==> config.mk <==
export PLATFORM = sky130hd
export DESIGN_NAME = lk_line_delay_ctrl_flat
export DESIGN_NICKNAME = d
export VERILOG_FILES = /design/src/rtl/lk_line_delay_ctrl_if.sv /design/src/rtl/lk_line_delay_ctrl.sv /design/src/flat_wrapper.sv
export SDC_FILE = /design/constraint.sdc
export NUM_CORES = 1
export LEC_CHECK = 0
export ABC_AREA = 1
export CORE_ASPECT_RATIO = 0.7
export CORE_UTILIZATION = 52
export CTS_CLUSTER_DIAMETER = 150
export DETAILED_ROUTE_END_ITERATION = 10
export PLACE_DENSITY = 0.92
export RECOVER_POWER = 50
export SLEW_MARGIN = 20
export SYNTH_ARGS = -nofsm -noshare
export SYNTH_HDL_FRONTEND = slang
export SYNTH_SLANG_ARGS = --single-unit
==> constraint.sdc <==
create_clock -name clk -period 4.8 [get_ports clk]
set_input_delay 0.72 -clock clk [delete_from_list [all_inputs] [get_ports clk]]
set_output_delay 0.72 -clock clk [all_outputs]
set_load 0.1 [all_outputs]
**Run 1: cell density map**

The die is cut into 9 by 6 equal tiles; black is low, pale yellow is high, 0 to 100% covered.
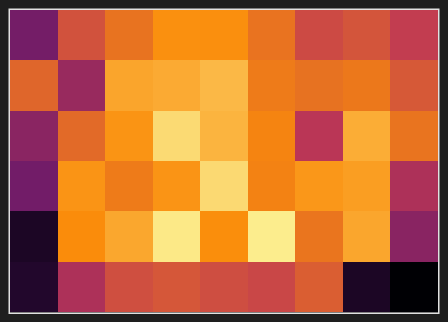
The mean over all tiles is 63%. The fullest tile reaches 96%. 37% of the tiles are over 75% full. 1.9% of the tiles are nearly empty.
end-of-flow core utilization: 70.38%
fp_density: 54.11%

**Run 1: routing congestion**

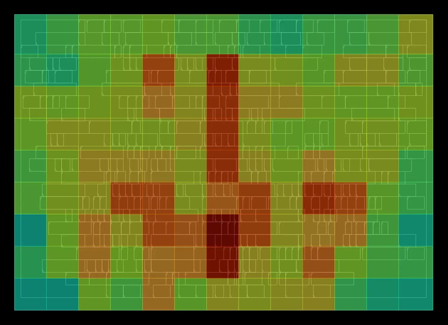
grt peak-use layer: met2
All-Layer GR Usage: 22.52%
met1 Use GR: 26.50%

**Run 1: cell classes on the final placement**

The bar under the picture is 20 um long. Fill, decap, tap and diode cells in gray.
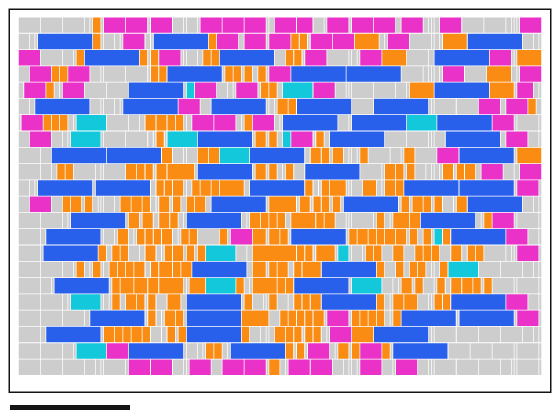
Orange marks remaining logic cells, cells 247, share of their area 33%. Magenta marks remaining buffers and delay cells, cells 73, share of their area 20%. Cyan marks clock drivers and dummy loads, cells 16, share of their area 5.1%. Blue marks registers, cells 60, share of their area 42%.
Seq area share: 40.79%
Final Instance Area: 0.003681 sq mm
row count: 22
Core Region: 0.005230 sq mm

==> results.yml, run 1 <==
# synthesis and place-and-route metrics
floorplan:
  tap_cells: 72
  pin_count: 73
  die_area_sq_mm: 0.005746
final_layout:
  drive_above_1_share_pct: 7.323
  inverters: 32
clocking:
  clock_sinks: 60
  post-cts-setup-buffer-count: 0
  clk_latency_ns: 0.33
place:
  gp_congestion: 0.8269
synth:
  yosysTopAreaCell: "dfrtp_1"
  synth-edff-count: 0
  synth-seq-area-share_pct: 53.05
  netlist_top_cells_count: "97 x nand2_1, 60 x dfrtp_1, 28 x inv_1, 25 x nor2_1, 19 x o21ai_1"
  synthCells: 324
detailed_routing:
  drc: 0
setup_path:
  end_kind: "output port"
  cp.required_ns: 4.08
  r2r_slack_ns: 2.16
timing:
  min_period_ns: 3.537
global_routing:
  grt_pass1_vias: 2272
  grt_start_max_net_pins: 61
job:
  warnings: 26
run_status:
  status: "finished, final reports clean"
-- run 1: worst max-delay path, cell delays in order --
cell	delay, ns
dlygate4sd3_1	0.64
nand2_4	0.08
nor2_1	0.09
o21ai_0	0.10
inv_1	0.07
clkdlybuf4s50_1	1.12
-- run 1: cells in the final DEF, fill, tap and decap left out, drive strengths merged, types with 2 or more instances in the layout --
cell,instances
nor3,7
nand3,14
o21ai,35
ha,2
dfrtp,60
clkbuf,15
nor2,31
clkdlybuf4s50,68
nand2,102
mux2,8
a21oi,5
dlygate4sd3,3
xor2,2
buf,2
clkinv,2
nand4,5
inv,31
-- run 1: per-layer routing --
metal	global-route usage [%]	routed length, um	part of all wire [%]
met5	0	0	0
met4	6.048	91	1.5
met3	9.179	392	6.4
met2	38.36	3094	50
met1	26.50	2578	42
**Run 1: where the registers sit**

The bar under the picture is 20 um long.
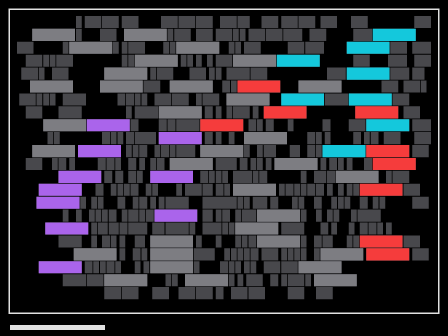

==> run 2: changes to the inputs <==
--- a/config.mk
+++ b/config.mk
@@ -7,10 +7,10 @@
 export LEC_CHECK = 0
 export ABC_AREA = 1
 export CORE_ASPECT_RATIO = 0.7
-export CORE_UTILIZATION = 52
+export CORE_UTILIZATION = 49
 export CTS_CLUSTER_DIAMETER = 150
 export DETAILED_ROUTE_END_ITERATION = 10
-export PLACE_DENSITY = 0.92
+export PLACE_DENSITY = 0.88
 export RECOVER_POWER = 50
 export SLEW_MARGIN = 20
 export SYNTH_ARGS = -nofsm -noshare
==> constraint.sdc (replaced) <==
create_clock -name clk -period 3.7 [get_ports clk]
set_input_delay 0.555 -clock clk [delete_from_list [all_inputs] [get_ports clk]]
set_output_delay 0.555 -clock clk [all_outputs]
set_load 0.1 [all_outputs]
**Run 2: where the registers sit**

The bar under the picture is 20 um long.
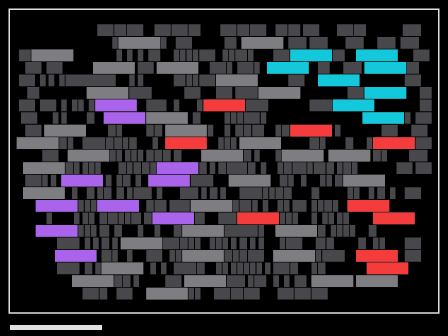
Purple marks `u_core.x_q`, sequential cells 10. Cyan marks `u_core.above_q`, sequential cells 8, where north-east. Red marks `u_core.ctrl_io.out_y`, sequential cells 9.
Seq area share: 41.11%
end-of-flow core utilization: 67.69%

**Run 2: metal layers overlaid**

The bar under the picture is 20 um long. Only two layers are drawn.
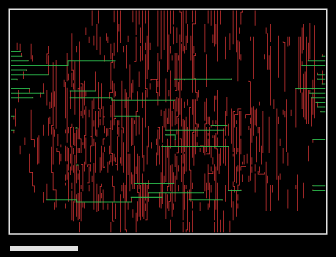
Red marks M2, wire length 3,110 um. Green marks M3, wire length 315 um.
via count: 2,357
DR WL/cell: 13.21 um

==> results.yml, run 2 <==
# synthesis and place-and-route metrics
run_status:
  status: "finished, final reports clean"
final_layout:
  drive_above_1_share_pct: 12.59
  layout_top_cell: "nand2_1"
  final_cell_mix: "99 x nand2_1, 60 x dfrtp_1, 50 x clkdlybuf4s50_1"
  inverters: 32
floorplan:
  die_area_sq_mm: 0.006089
  tap_cells: 72
  initCoreUtil_pct: 52.46
  rows: 22
  pin_count: 73
clocking:
  cts_buffers: 9
  post-cts-setup-buffer-count: 0
  clock_sinks: 60
  clk_latency_ns: 0.34
setup_path:
  cp.required_ns: 3.14
  end_kind: "output port"
  path_max_fanout: 15
  r2r_slack_ns: 1.06
detailed_routing:
  wirelength_um: 6195
  drc: 0
hold_path:
  min_path_cells: 2
synth:
  synth-edff-count: 0
  yosysTopAreaCell: "dfrtp_1"
  netlist_top_cells_count: "97 x nand2_1, 60 x dfrtp_1, 28 x inv_1, 25 x nor2_1, 19 x o21ai_1"
  synthCells: 324
  synth-seq-area-share_pct: 53.05
job:
  warnings: 26
timing:
  setup_viol_count_final: 0
  min_period_ns: 3.138
place:
  gp_congestion: 0.8840
  placement.io_buffers: 72
global_routing:
  grt_pass1_vias: 2260
  grt_start_max_net_pins: 44
  grt_use_total_pct: 21.91
**Run 2: cell classes on the final placement**

The bar under the picture is 20 um long. Fill, decap, tap and diode cells in gray.
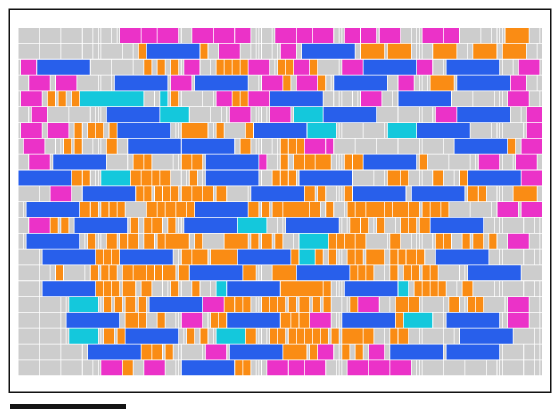
Orange marks remaining logic cells, cells 247, share of their area 33%. Blue marks registers, cells 60, share of their area 42%. Cyan marks clock drivers and dummy loads, cells 16, share of their area 5.7%. Magenta marks remaining buffers and delay cells, cells 74, share of their area 19%.
Core Region: 0.005395 sq mm
Final Instance Area: 0.003652 sq mm

run 2: layer usage:
metal	vias up	wire length [um]	global-route usage, %
li1	1162	-	-
met4	0	58	7.500
met1	1133	2717	25.55
met2	53	3105	38.79
met3	9	314	6.481
met5	-	0	0
run 2: logic make-up after synthesis:
logic type	share of synthesized area (%)
adders and majority gates	0.8840
AOI/OAI and AO/OA	7.913
muxes	3.183
xor gates and xnor gates	0.6190
buffers and inverters	8.311
DFF	53.05
and+or+nand+nor	26.04
run 2: critical path, cell delays in order:
cell and delay [ns]:
dlygate4sd3_1 0.63, nand2_4 0.08, nor2_1 0.87, buf_4 0.45
